--- src/rtl/seg_pkg.sv ---
// Shared definitions for the seven-segment display blocks.
//   SEG_BLANK     : all segments off (active low)
//   AN_OFF        : all digit enables off (active low)
//   HEX_SEG_TABLE : active-low g..a patterns for hex digits 0-F
//   state_e       : arbiter states
package seg_pkg;

    localparam logic [6:0] SEG_BLANK = 7'h7F;
    localparam logic [3:0] AN_OFF    = 4'hF;

    // Bit 6 is segment g, bit 0 is segment a; a 0 lights the segment.
    localparam logic [6:0] HEX_SEG_TABLE [16] = '{
        7'h40, 7'h79, 7'h24, 7'h30, 7'h19, 7'h12, 7'h02, 7'h78,
        7'h00, 7'h10, 7'h08, 7'h03, 7'h46, 7'h21, 7'h06, 7'h0E
    };

    typedef enum logic {
        IDLE,
        SHOW
    } state_e;

endpackage

--- src/rtl/hex_to_7seg.sv ---
// Combinational hex nibble to active-low seven-segment decoder.
// Ports:
//   nibble_i : 4-bit value to display (0-F)
//   seg_o    : segments g..a, active low
module hex_to_7seg
    import seg_pkg::*;
(
    input  logic [3:0] nibble_i,
    output logic [6:0] seg_o
);

    assign seg_o = HEX_SEG_TABLE[nibble_i];

endmodule

--- src/rtl/seg_display_arbiter.sv ---
// Time-shares a 4-digit common-anode seven-segment display among up to
// four debug requesters. A clock-enable divider scans the digits; at each
// frame boundary the owner is re-evaluated round-robin and its data word is
// snapshotted so a frame never mixes sources or data values.
// Ports:
//   clk_i      : system clock
//   rst_i      : synchronous, active-high reset
//   req_i      : per-source display request (level)
//   lock_i     : keep the current owner while it keeps requesting
//   src_data_i : four hex nibbles per source, nibble 0 on the rightmost digit
//   seg_o      : segments g..a, active low
//   dp_o       : decimal point, active low, lit on the digit matching cur_src_o
//   an_o       : digit enables, active low
//   grant_o    : one-hot owner, zero when idle
//   cur_src_o  : owner index, holds its last value when idle
module seg_display_arbiter
    import seg_pkg::*;
#(
    parameter int N_SRC        = 4,
    parameter int REFRESH_DIV  = 100000,
    parameter int DWELL_FRAMES = 256
) (
    input  logic                 clk_i,
    input  logic                 rst_i,
    input  logic [N_SRC-1:0]     req_i,
    input  logic                 lock_i,
    input  logic [16*N_SRC-1:0]  src_data_i,
    output logic [6:0]           seg_o,
    output logic                 dp_o,
    output logic [3:0]           an_o,
    output logic [N_SRC-1:0]     grant_o,
    output logic [1:0]           cur_src_o
);

    localparam int DIV_W   = $clog2(REFRESH_DIV);
    localparam int DWELL_W = (DWELL_FRAMES > 1) ? $clog2(DWELL_FRAMES) : 1;

    // Lowest-index requester at or after cur+1, wrapping modulo N_SRC.
    // Scanning from the farthest offset down lets the nearest one win;
    // offset N_SRC is the current owner itself, so it is re-granted only
    // when no other source requests.
    function automatic logic [1:0] rr_pick(input logic [N_SRC-1:0] req,
                                           input logic [1:0]       cur);
        logic [1:0] pick;
        pick = cur;
        for (int off = N_SRC; off >= 1; off--) begin
            for (int i = 0; i < N_SRC; i++) begin
                if (i == (int'(cur) + off) % N_SRC && req[i]) begin
                    pick = 2'(i);
                end
            end
        end
        return pick;
    endfunction

    logic [DIV_W-1:0]   div_cnt_q,   div_cnt_d;
    logic [1:0]         digit_sel_q, digit_sel_d;
    state_e             state_q,     state_d;
    logic [1:0]         cur_src_q,   cur_src_d;
    logic [DWELL_W-1:0] dwell_cnt_q, dwell_cnt_d;
    logic [15:0]        snap_q,      snap_d;
    logic [N_SRC-1:0]   grant_q,     grant_d;
    logic [6:0]         seg_q,       seg_d;
    logic [3:0]         an_q,        an_d;
    logic               dp_q,        dp_d;

    logic               slot_tick;
    logic               frame_tick;
    logic               owner_req;
    logic               dwell_done;
    logic [3:0]         nibble_d;
    logic [6:0]         nibble_seg;

    // Decodes the digit that becomes visible on the next slot edge.
    hex_to_7seg u_hex_to_7seg (
        .nibble_i (nibble_d),
        .seg_o    (nibble_seg)
    );

    assign slot_tick  = (div_cnt_q == DIV_W'(REFRESH_DIV - 1));
    assign frame_tick = slot_tick && (digit_sel_q == 2'd3);
    assign dwell_done = (dwell_cnt_q == DWELL_W'(DWELL_FRAMES - 1));

    always_comb begin
        // NOTE: every signal gets a default first so no path leaves it
        // unassigned, which would otherwise infer a latch.
        div_cnt_d   = slot_tick ? '0 : div_cnt_q + 1'b1;
        digit_sel_d = slot_tick ? digit_sel_q + 2'd1 : digit_sel_q;
        state_d     = state_q;
        cur_src_d   = cur_src_q;
        dwell_cnt_d = dwell_cnt_q;
        snap_d      = snap_q;
        grant_d     = '0;
        seg_d       = seg_q;
        an_d        = an_q;
        dp_d        = dp_q;
        owner_req   = 1'b0;

        for (int i = 0; i < N_SRC; i++) begin
            if (cur_src_q == 2'(i)) owner_req = req_i[i];
        end

        if (frame_tick) begin
            unique case (state_q)
                IDLE: begin
                    if (|req_i) begin
                        state_d     = SHOW;
                        cur_src_d   = rr_pick(req_i, cur_src_q);
                        dwell_cnt_d = '0;
                    end
                end
                SHOW: begin
                    if (lock_i && owner_req) begin
                        // Locked owner keeps the display; dwell is frozen.
                        dwell_cnt_d = dwell_cnt_q;
                    end else if (!owner_req || dwell_done) begin
                        dwell_cnt_d = '0;
                        if (|req_i) begin
                            cur_src_d = rr_pick(req_i, cur_src_q);
                        end else begin
                            state_d = IDLE;
                        end
                    end else begin
                        dwell_cnt_d = dwell_cnt_q + 1'b1;
                    end
                end
                default: state_d = IDLE;
            endcase

            // Snapshot the owner's word once per frame so the digits of a
            // frame always come from one consistent value.
            if (state_d == SHOW) begin
                for (int i = 0; i < N_SRC; i++) begin
                    if (cur_src_d == 2'(i)) snap_d = src_data_i[16*i +: 16];
                end
            end
        end

        for (int i = 0; i < N_SRC; i++) begin
            grant_d[i] = (state_d == SHOW) && (cur_src_d == 2'(i));
        end

        nibble_d = snap_d[{digit_sel_d, 2'b00} +: 4];

        // Display pins are computed from next-state values so that the
        // frame_tick edge already shows digit 0 of the new owner.
        if (slot_tick) begin
            if (state_d == SHOW) begin
                an_d  = ~(4'b0001 << digit_sel_d);
                seg_d = nibble_seg;
                dp_d  = (digit_sel_d != cur_src_d);
            end else begin
                an_d  = AN_OFF;
                seg_d = SEG_BLANK;
                dp_d  = 1'b1;
            end
        end
    end

    always_ff @(posedge clk_i) begin
        // NOTE: sequential state uses non-blocking assignments so every
        // register samples the pre-edge values of the others.
        if (rst_i) begin
            div_cnt_q   <= '0;
            digit_sel_q <= 2'd0;
            state_q     <= IDLE;
            cur_src_q   <= 2'd0;
            dwell_cnt_q <= '0;
            snap_q      <= 16'h0000;
            grant_q     <= '0;
            seg_q       <= SEG_BLANK;
            an_q        <= AN_OFF;
            dp_q        <= 1'b1;
        end else begin
            div_cnt_q   <= div_cnt_d;
            digit_sel_q <= digit_sel_d;
            state_q     <= state_d;
            cur_src_q   <= cur_src_d;
            dwell_cnt_q <= dwell_cnt_d;
            snap_q      <= snap_d;
            grant_q     <= grant_d;
            seg_q       <= seg_d;
            an_q        <= an_d;
            dp_q        <= dp_d;
        end
    end

    assign seg_o     = seg_q;
    assign dp_o      = dp_q;
    assign an_o      = an_q;
    assign grant_o   = grant_q;
    assign cur_src_o = cur_src_q;

endmodule

--- config.mk ---
export PLATFORM = sky130hd
export DESIGN_NAME = seg_display_arbiter
export DESIGN_NICKNAME = d
export VERILOG_FILES = /design/src/rtl/seg_pkg.sv /design/src/rtl/hex_to_7seg.sv /design/src/rtl/seg_display_arbiter.sv
export SDC_FILE = /design/constraint.sdc
export NUM_CORES = 1
export LEC_CHECK = 0
export CAP_MARGIN = 25
export CORE_MARGIN = 5
export CORE_UTILIZATION = 40
export CTS_CLUSTER_SIZE = 8
export DETAILED_ROUTE_END_ITERATION = 10
export PLACE_DENSITY = 0.67
export SYNTH_ARGS = -nofsm -noshare
export SYNTH_HDL_FRONTEND = slang
export SYNTH_SLANG_ARGS = --single-unit
--- constraint.sdc ---
create_clock -name clk_i -period 4.9 [get_ports clk_i]
set_input_delay 0.735 -clock clk_i [delete_from_list [all_inputs] [get_ports clk_i]]
set_output_delay 0.735 -clock clk_i [all_outputs]
set_load 0.05 [all_outputs]
Fig. 1: track usage over the die
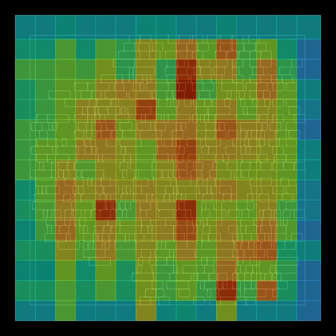
met2 usage: 0.277
met3 Resource Use GR: 0.0450
final core occ: 0.551

==> impl_metrics.csv <==
group,metric,value,unit
outcome,outcome,"finished, final reports clean",
setup_path,required,5.12,ns
finish,nets,589,
drt,drt-total-wl,9.68,mm
yosys,flop_cell,"dfxtp_1",
power,sequentialPowerShare,0.443,
yosys,synth_cell_type_count,74,
hold_path,worstHoldPathType,"reg2reg",
final_timing,relSlewSlack,0.423,
placement,port-buffer-count,88,
clock_network,htree_levels,3,
yosys,yosys.cell_count.top_type,"dfxtp_1",
yosys,top_cells_by_area,"dfxtp_1 35%, mux2i_1 10%, nor2_1 6.4%, a21oi_1 3.5%, xor2_1 3.4%",
yosys,post_synth_ao_oa_area_fraction,0.178,
yosys,synth_seq_share,0.345,
power,p_per_area,239,nW/µm²
setup_path,critical_path_depth,15,
setup_path,path_cells,"clkdlybuf4s50_1 > mux2i_1 > o22a_1 > o31a_1 > nand2_2 > mux2i_1 > o22ai_1 > a21oi_1 > mux2i_1 > mux2i_1 > inv_1 > ha_1 > nand2_1 > a21oi_1 > o32a_1",
floorplan,io_pins,89,
setup_path,rr_endpoint,"seg_o[6]",
setup_path,critical_path.max_fanout,20,
setup_path,startpoint_type,"input pin",
clock_network,cts-root-buf,"clkbuf_8",
final_timing,finClkSkew,0.00955,ns
floorplan,num_rows,34,
clock_network,cts_max_path_buffers,2,
power,ir_drop,175,µV
floorplan,die_w,105,µm
placement,dpl_cell_area,4570,µm²
yosys,syn_area_per_cell,8.56,µm²
yosys,synth_xor_xnor_area_share,0.0557,
power,power,1.15,mW
setup_path,r2r_setup_slack,0.81,ns
yosys,synthSimpleGateAreaFrac,0.242,
finish,top_register,"div_cnt_q",
hold_path,min_to,"snap_q[15]",
grt,track_usage,0.174,
grt,antenna_found_initial,0,
placement,hpwl,7.43,mm
setup_path,ff2ff_path_depth,14,
final_timing,drv_slew,0,
yosys,yosysTopAreaCellShare,0.345,
final_timing,fin_setup_tns,0,ns
final_timing,final-setup-viol-count,0,
flow_run,drv_cap,0,
finish,layout_top_cells,"88 x clkdlybuf4s50_1, 62 x dfxtp_1, 61 x nor2_1",
hold_path,whs_path_depth,2,
grt,grt_pass1_wl,16.0,mm
finish,fill_cells,810,
placement,dp_slack,0.178,ns
clock_network,clock_sinks,62,
power,switching_share,0.229,
setup_path,worstSetupPathType,"in2reg",
yosys,yosys_warnings,0,
Fig. 2: gate families picked out
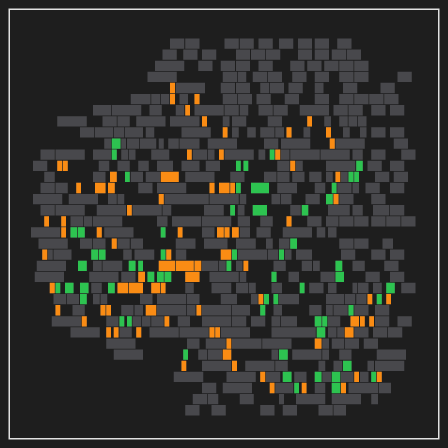
family	colour	cells
NAND gates	green	61
NOR gates	orange	82
final std cells w/o fill: 622
most used logic cell in the final layout: clkdlybuf4s50_1

-- power groups by stage --
stage,Sequential [mW],Combinational (mW),Clock (mW)
after detailed placement,0.520,0.123,0
after global routing,0.509,0.133,0.556
after global placement,0.520,0.122,0
after CTS,0.508,0.124,0.529
after floorplan,0.519,0.0520,0
final,0.508,0.123,0.515
-- layout make-up --
type / count / share of cell area
Multi-Input combinational cell: 335 / 0.466
Sequential cell: 62 / 0.258
Clock buffer: 10 / 0.0286
Inverter: 5 / 0.00391
Clock inverter: 6 / 0.0195
Tap cell: 108 / 0.0281
Timing Repair Buffer: 96 / 0.196
-- layer usage --
layer,vias up,routed length [µm],GRT usage
met5,-,0,0
met4,0,81,0.0356
met3,10,397,0.0450
met2,77,4470,0.277
met1,1573,4730,0.238
li1,1719,-,-
No activity file was given, so power comes from the tool's default toggle rates.
